`src/rtl/ltc2308_sampler.sv`:
```
// LTC2308 front end: runs back-to-back CONVST/SPI frames on one fixed channel,
// shifts in the 12-bit result, boxcar-averages 2^AVG_LOG2 results and presents
// a held code with a one-cycle valid strobe. The first frame after reset is
// dropped because the ADC's power-on configuration is unknown.
module ltc2308_sampler #(
    parameter int CLK_DIV     = 2,
    parameter int CONV_CYCLES = 80,
    parameter int CHANNEL     = 0,
    parameter int AVG_LOG2    = 2
) (
    input  logic        clk,
    input  logic        reset_n,
    input  logic        enable,
    output logic        adc_convst,
    output logic        adc_sck,
    output logic        adc_sdi,
    input  logic        adc_sdo,
    output logic [11:0] sample,
    output logic        sample_valid,
    output logic        busy
);

    localparam int CW = $clog2(CONV_CYCLES + 1) + 1;
    localparam int DW = $clog2(CLK_DIV + 1) + 1;
    localparam int AW = 12 + AVG_LOG2;
    localparam int NW = AVG_LOG2 + 1;
    localparam logic [2:0]    CH       = 3'(CHANNEL);
    // S/D, O/S, S1, S0, UNI, SLP: single-ended, unipolar, no sleep
    localparam logic [5:0]    CFG_WORD = {1'b1, CH[0], CH[2], CH[1], 1'b1, 1'b0};
    localparam logic [NW-1:0] AVG_N    = NW'(1 << AVG_LOG2);

    typedef enum logic [2:0] {
        S_IDLE,
        S_CONV_START,
        S_WAIT_CONV,
        S_SHIFT,
        S_UPDATE
    } state_t;

    state_t          r_state, w_state_next;
    logic [CW-1:0]   r_cnt, w_cnt_next;
    logic [DW-1:0]   r_div, w_div_next;
    logic [3:0]      r_bit, w_bit_next;
    logic            r_sck, w_sck_next;
    logic            r_convst, w_convst_next;
    logic [5:0]      r_cfg_sr, w_cfg_sr_next;
    logic [11:0]     r_shreg, w_shreg_next;
    logic [AW-1:0]   r_acc, w_acc_next;
    logic [NW-1:0]   r_count, w_count_next;
    logic            r_discard, w_discard_next;
    logic [11:0]     r_sample, w_sample_next;
    logic            r_valid, w_valid_next;
    logic            r_busy, w_busy_next;

    logic [AW-1:0]   w_acc_sum;
    logic [NW-1:0]   w_count_inc;

    assign w_acc_sum   = r_acc + AW'(r_shreg);
    assign w_count_inc = r_count + NW'(1);

    // Next-state and next-output decode; every output is registered so the
    // ADC pins and the display-stage inputs never see decode glitches.
    always_comb begin
        w_state_next   = r_state;
        w_cnt_next     = r_cnt;
        w_div_next     = r_div;
        w_bit_next     = r_bit;
        w_sck_next     = r_sck;
        w_cfg_sr_next  = r_cfg_sr;
        w_shreg_next   = r_shreg;
        w_acc_next     = r_acc;
        w_count_next   = r_count;
        w_discard_next = r_discard;
        w_sample_next  = r_sample;
        w_valid_next   = 1'b0;

        case (r_state)
            S_IDLE: begin
                w_cnt_next = '0;
                if (enable) begin
                    w_state_next = S_CONV_START;
                end else begin
                    // a partial average is stale once the sampler stops
                    w_acc_next   = '0;
                    w_count_next = '0;
                end
            end
            S_CONV_START: begin
                if (r_cnt == CW'(1)) begin
                    w_state_next  = S_WAIT_CONV;
                    w_cnt_next    = '0;
                    w_cfg_sr_next = CFG_WORD;
                end else begin
                    w_cnt_next = r_cnt + CW'(1);
                end
            end
            S_WAIT_CONV: begin
                if (r_cnt == CW'(CONV_CYCLES - 1)) begin
                    w_state_next = S_SHIFT;
                    w_cnt_next   = '0;
                    w_div_next   = '0;
                    w_bit_next   = '0;
                    w_sck_next   = 1'b0;
                end else begin
                    w_cnt_next = r_cnt + CW'(1);
                end
            end
            S_SHIFT: begin
                if (r_div == DW'(CLK_DIV - 1)) begin
                    w_div_next = '0;
                    if (!r_sck) begin
                        // SCLK rising: capture the ADC bit
                        w_sck_next   = 1'b1;
                        w_shreg_next = {r_shreg[10:0], adc_sdo};
                    end else begin
                        // SCLK falling: present next config bit (zeros after 6)
                        w_sck_next    = 1'b0;
                        w_cfg_sr_next = {r_cfg_sr[4:0], 1'b0};
                        if (r_bit == 4'd11) begin
                            w_state_next = S_UPDATE;
                        end else begin
                            w_bit_next = r_bit + 4'd1;
                        end
                    end
                end else begin
                    w_div_next = r_div + DW'(1);
                end
            end
            S_UPDATE: begin
                w_cnt_next = '0;
                if (r_discard) begin
                    w_discard_next = 1'b0;
                end else if (w_count_inc == AVG_N) begin
                    w_sample_next = 12'(w_acc_sum >> AVG_LOG2);
                    w_valid_next  = 1'b1;
                    w_acc_next    = '0;
                    w_count_next  = '0;
                end else begin
                    w_acc_next   = w_acc_sum;
                    w_count_next = w_count_inc;
                end
                w_state_next = enable ? S_CONV_START : S_IDLE;
            end
            default: begin
                w_state_next = S_IDLE;
            end
        endcase

        w_convst_next = (w_state_next == S_CONV_START);
        w_busy_next   = (w_state_next != S_IDLE);
    end

    // State and output registers with asynchronous active-low reset.
    always_ff @(posedge clk or negedge reset_n) begin
        if (!reset_n) begin
            r_state   <= S_IDLE;
            r_cnt     <= '0;
            r_div     <= '0;
            r_bit     <= '0;
            r_sck     <= 1'b0;
            r_convst  <= 1'b0;
            r_cfg_sr  <= '0;
            r_shreg   <= '0;
            r_acc     <= '0;
            r_count   <= '0;
            r_discard <= 1'b1;
            r_sample  <= '0;
            r_valid   <= 1'b0;
            r_busy    <= 1'b0;
        end else begin
            r_state   <= w_state_next;
            r_cnt     <= w_cnt_next;
            r_div     <= w_div_next;
            r_bit     <= w_bit_next;
            r_sck     <= w_sck_next;
            r_convst  <= w_convst_next;
            r_cfg_sr  <= w_cfg_sr_next;
            r_shreg   <= w_shreg_next;
            r_acc     <= w_acc_next;
            r_count   <= w_count_next;
            r_discard <= w_discard_next;
            r_sample  <= w_sample_next;
            r_valid   <= w_valid_next;
            r_busy    <= w_busy_next;
        end
    end

    assign adc_convst   = r_convst;
    assign adc_sck      = r_sck;
    assign adc_sdi      = r_cfg_sr[5];
    assign sample       = r_sample;
    assign sample_valid = r_valid;
    assign busy         = r_busy;

endmodule

```
`config.mk`:
```
export PLATFORM = sky130hd
export DESIGN_NAME = ltc2308_sampler
export DESIGN_NICKNAME = d
export VERILOG_FILES = /design/src/rtl/ltc2308_sampler.sv
export SDC_FILE = /design/constraint.sdc
export NUM_CORES = 1
export LEC_CHECK = 0
export ABC_AREA = 1
export CAP_MARGIN = 30
export CORE_MARGIN = 1
export CORE_UTILIZATION = 55
export DETAILED_ROUTE_END_ITERATION = 6
export GPL_TIMING_DRIVEN = 0
export PLACE_DENSITY_LB_ADDON = 0.3
export SLEW_MARGIN = 10
export SYNTH_ARGS = -nofsm -noshare
export SYNTH_HDL_FRONTEND = slang
export SYNTH_SLANG_ARGS = --single-unit
```
`constraint.sdc`:
```
create_clock -name clk -period 2.5 [get_ports clk]
set_clock_uncertainty 0.05 [all_clocks]
set_input_delay 0.5 -clock clk [delete_from_list [all_inputs] [get_ports clk]]
set_output_delay 0.5 -clock clk [all_outputs]
set_load 0.02 [all_outputs]
```
Figure 1. Metal 4.
Supply wires on this layer in gray. Cells faint in the background.
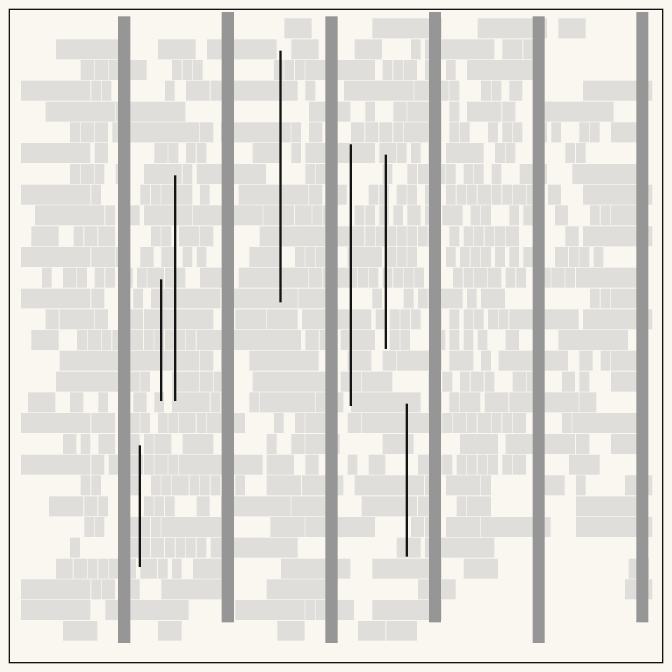
- wire length on this layer: 172 µm
- longest straight run: 34.0 µm
- nets with wire on the layer: 5
Total Routed Length: 7658 µm
detailed-route via count: 3136

Figure 2. Metal layers overlaid.
Scale bar: 20 µm.
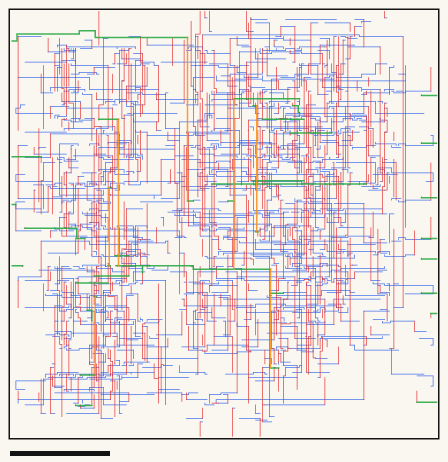
- met2: red (wire length 3810 µm)
- met3: green (wire length 227 µm)
- met1: blue (wire length 3450 µm)
- met4: orange (wire length 172 µm)
GR Util All Layers: 23.33%
WL/cell: 12.81 µm

Figure 3. The metal 3 layer.
Scale bar: 20 µm.
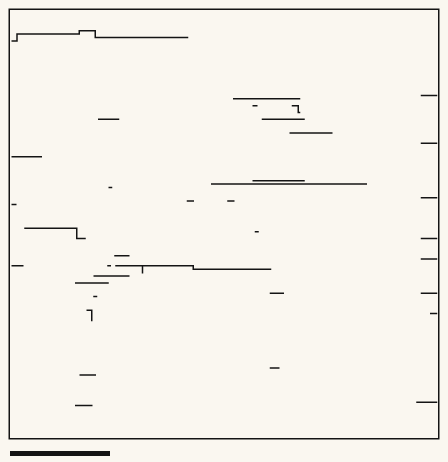
- main direction: horizontal
- longest straight run: 30.8 µm

==> impl_metrics.py <==
# Flow results
metrics = {
    "outcome": {
        "status": "finished clean",
    },
    "floorplanning": {
        "die_x_um": 85.38,
        "core_um2": 6756,
        "initCoreUtil_pct": 56.59,
        "chip_area_um2": 7290,
        "rows": 30,
        "die_height_um": 85.38,
        "pin_count": 21,
    },
    "worst_setup_path": {
        "cp.required_ns": 2.68,
        "crit_fanout": 4,
        "end_kind": "register",
        "start_kind": "register",
        "r2r_slack_ns": 0.41,
        "arrival_ns": 2.27,
        "critPathKind": "register to register",
    },
    "clock_network": {
        "ctsResizeCount": 0,
        "numCtsBuffers": 9,
        "htree_levels": 3,
        "clkTransAtPathRegs_ns": 0.07,
        "root_buffer": "clkbuf_8",
        "cts_num_sinks": 69,
        "tritoncts": "done",
        "insertion_delay_ns": 0.35,
        "clk_path_buf_depth": 2,
    },
    "yosys": {
        "syn_nets": 502,
        "synth.top_cells.by_area": "dfrtp_1 (45%), nand2_1 (16%), inv_1 (5.9%), nand3_1 (5.6%), ha_1 (5.6%)",
        "yosysUniqueCellTypes": 40,
        "edf_count": 0,
        "synthTopCellsByCount": "nand2_1 (163), dfrtp_1 (68), inv_1 (60), nand3_1 (43), nor2_1 (30)",
        "async_flop_share_pct": 100.0,
        "ys_cells": 480,
        "yosys.area.top_type_share_pct": 44.50,
        "syn_avg_cell_area_um2": 7.966,
        "top_area_cell": "dfrtp_1",
        "top_cell": "nand2_1",
        "ff_type": "dfrtp_1",
        "synth-seq-cells": 69,
        "ys.warnings.count": 0,
        "syn_area_um2": 3824,
        "seq_area_frac_synth_pct": 45.19,
        "ys_area_um2": 3824,
        "synth_cells": 480,
    },
    "global_routing": {
        "grt_max_degree": 52,
        "grt_pass1_wl_um": 13270,
        "grt_overflow": 0,
        "first_global_vias": 3055,
        "antenna_found_initial": 0,
    },
    "flow_run": {
        "maxCapViolCount": 0,
        "warning_count": 28,
    },
    "layout": {
        "drive_gt1_share_pct": 10.04,
        "syn_to_final_growth_pct": 14.01,
        "antenna_cells": 0,
        "fin_nets": 535,
    },
    "place": {
        "hpwl_um": 5730,
        "io_buffer_count": 20,
        "place.gp.congestion": 0.8996,
        "dp_slack_ns": 0.4701,
    },
    "sta": {
        "layout_setup_ws_ns": 0.4079,
        "relSlewSlack_pct": 81.72,
        "slew_viol_final": 0,
        "max_freq_mhz": 478.0,
        "hold_ws_ns": 0.4216,
        "setup_viol": 0,
        "hold_viol_final": 0,
        "final.setup.tns_ns": 0,
        "rsz0062_at_grt": "no",
        "fin_crit_ns": 2.092,
        "finalCritPeriodShare_pct": 83.68,
        "worstMarginPinSlew_ns": 0.2742,
    },
    "pwr": {
        "peakVddDrop_mv": 0.2943,
        "p_per_area_nw_per_um2": 473.2,
        "p_total_w": 0.002063,
        "leakage_nw": 2.334,
    },
    "route": {
        "drtIter0Drc": 129,
        "ant_nets": 0,
        "vias_per_cell": 5.244,
        "drc_errors": 0,
        "drtPass1Iterations": 4,
    },
    "hold_path": {
        "hold_path.class": "register to register",
    },
}
Figure 4. Cell outlines without signal wires.
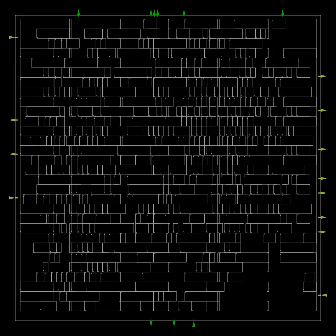
Seq area share: 39.64%
utilization after layout: 64.52%
Flops: 69

Figure 5. Drive-strength map.
Scale bar: 20 µm.
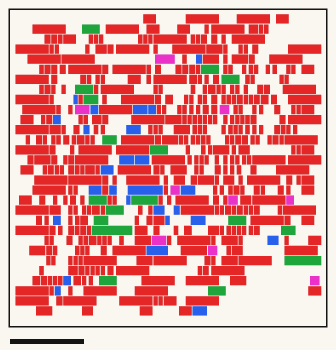
- drive 6 and up: green (cells 17; share 3.3%)
- drive 3 to 4: magenta (cells 9; share 1.7%)
- drive 2: blue (cells 26; share 5.0%)
- drive 1 or less: red (cells 466; share 90%)

[registers in the layout, summed over array words and instances (netlist names)]
register / count
r_acc: 14
r_shreg: 12
sample: 12
r_cnt: 8
r_cfg_sr: 5
r_bit: 4
r_count: 3
r_div: 3
r_state: 3
adc_convst: 1
adc_sck: 1
busy: 1
r_discard: 1
sample_valid: 1
[cell usage in the layout (no fill, tap or decap), drive strengths merged, types with 3 or more instances in the layout]
cell,count
clkdlybuf4s50,19
or2,3
buf,8
inv,64
nor2,35
clkinvlp,3
xnor2,4
nand3b,3
mux2,8
nand2,165
a21oi,17
o21ai,19
xor2,5
dfrtp,68
clkbuf,10
nor3,4
ha,17
nand3,44
nand4,7
clkinv,3
[power by group]
group / switching, W / total [W] / internal [W] / leakage [nW]
registers: 0.000000733 / 0.00112 / 0.00112 / 0.836
clock network: 0.000429 / 0.000913 / 0.000484 / 0.0943
logic: 0.0000227 / 0.0000331 / 0.0000103 / 1.40
[metal layers]
| layer | GRT usage [%] | part of all wire (%) |
|---|---|---|
| met3 | 5.058 | 3.0 |
| met1 | 27.87 | 45 |
| met5 | 0 | 0 |
| met4 | 8.939 | 2.2 |
| met2 | 41.28 | 50 |
[logic make-up (layout without fill, tap and decap cells)]
family | after synthesis | after routing | share of synthesized area [%]
xor gates and xnor gates | 9 | 9 | 2.258
and+or+nand+nor | 262 | 262 | 29.65
DFF | 69 | 69 | 45.19
muxes | 9 | 9 | 2.716
AOI/OAI and AO/OA | 42 | 42 | 6.120
buffers and inverters | 71 | 109 | 7.984
adders and majority gates | 18 | 18 | 6.086
[through the flow]
stage | instance area [µm²] | instances
floorplan | 3824 | 480
global placement | 4124 | 580
detailed placement | 4149 | 581
CTS | 4359 | 598
global route | 4359 | 598
finish | 4359 | 598
[timing repair]
action	CTS	global route
setup buffers	0	0
hold buffers	1	0
hold endpoints to repair	18	0
[worst paths after layout]
check,start,to,depth (start not counted)
hold / removal,r_cfg_sr[1]$_DFFE_PN0P_,r_cfg_sr[1]$_DFFE_PN0P_,2
hold reg to reg,r_cfg_sr[1]$_DFFE_PN0P_,r_cfg_sr[1]$_DFFE_PN0P_,2
min in group asynchronous,reset_n,sample[5]$_DFFE_PN0P_,2
max in group asynchronous,reset_n,r_discard$_DFFE_PN1P_,3
setup reg to reg,r_shreg[0]$_DFFE_PN0P_,sample[4]$_DFFE_PN0P_,11
setup / recovery,r_shreg[0]$_DFFE_PN0P_,sample[4]$_DFFE_PN0P_,11
[layout make-up]
type | instances | area (µm²)
Inverter | 65 | 247.7
Sequential cell | 69 | 1728
Clock inverter | 6 | 62.56
Buffer | 6 | 57.56
Clock buffer | 10 | 137.6
Fill cell | 581 | 2397
Timing Repair Buffer | 22 | 235.2
Multi-Input combinational cell | 340 | 1790
Tap cell | 80 | 100.1
[worst max-delay path, cell delays in order, from the launching register on]
cell	delay, ns
dfrtp_1	0.40
ha_1	0.24
inv_1	0.08
fa_1	0.21
inv_1	0.08
nand3_1	0.08
nand3_1	0.17
nand2_1	0.10
nand2_1	0.08
or2_2	0.30
nand3_1	0.11
nand2_1	0.07
Power is estimated from default activity; no workload was simulated.
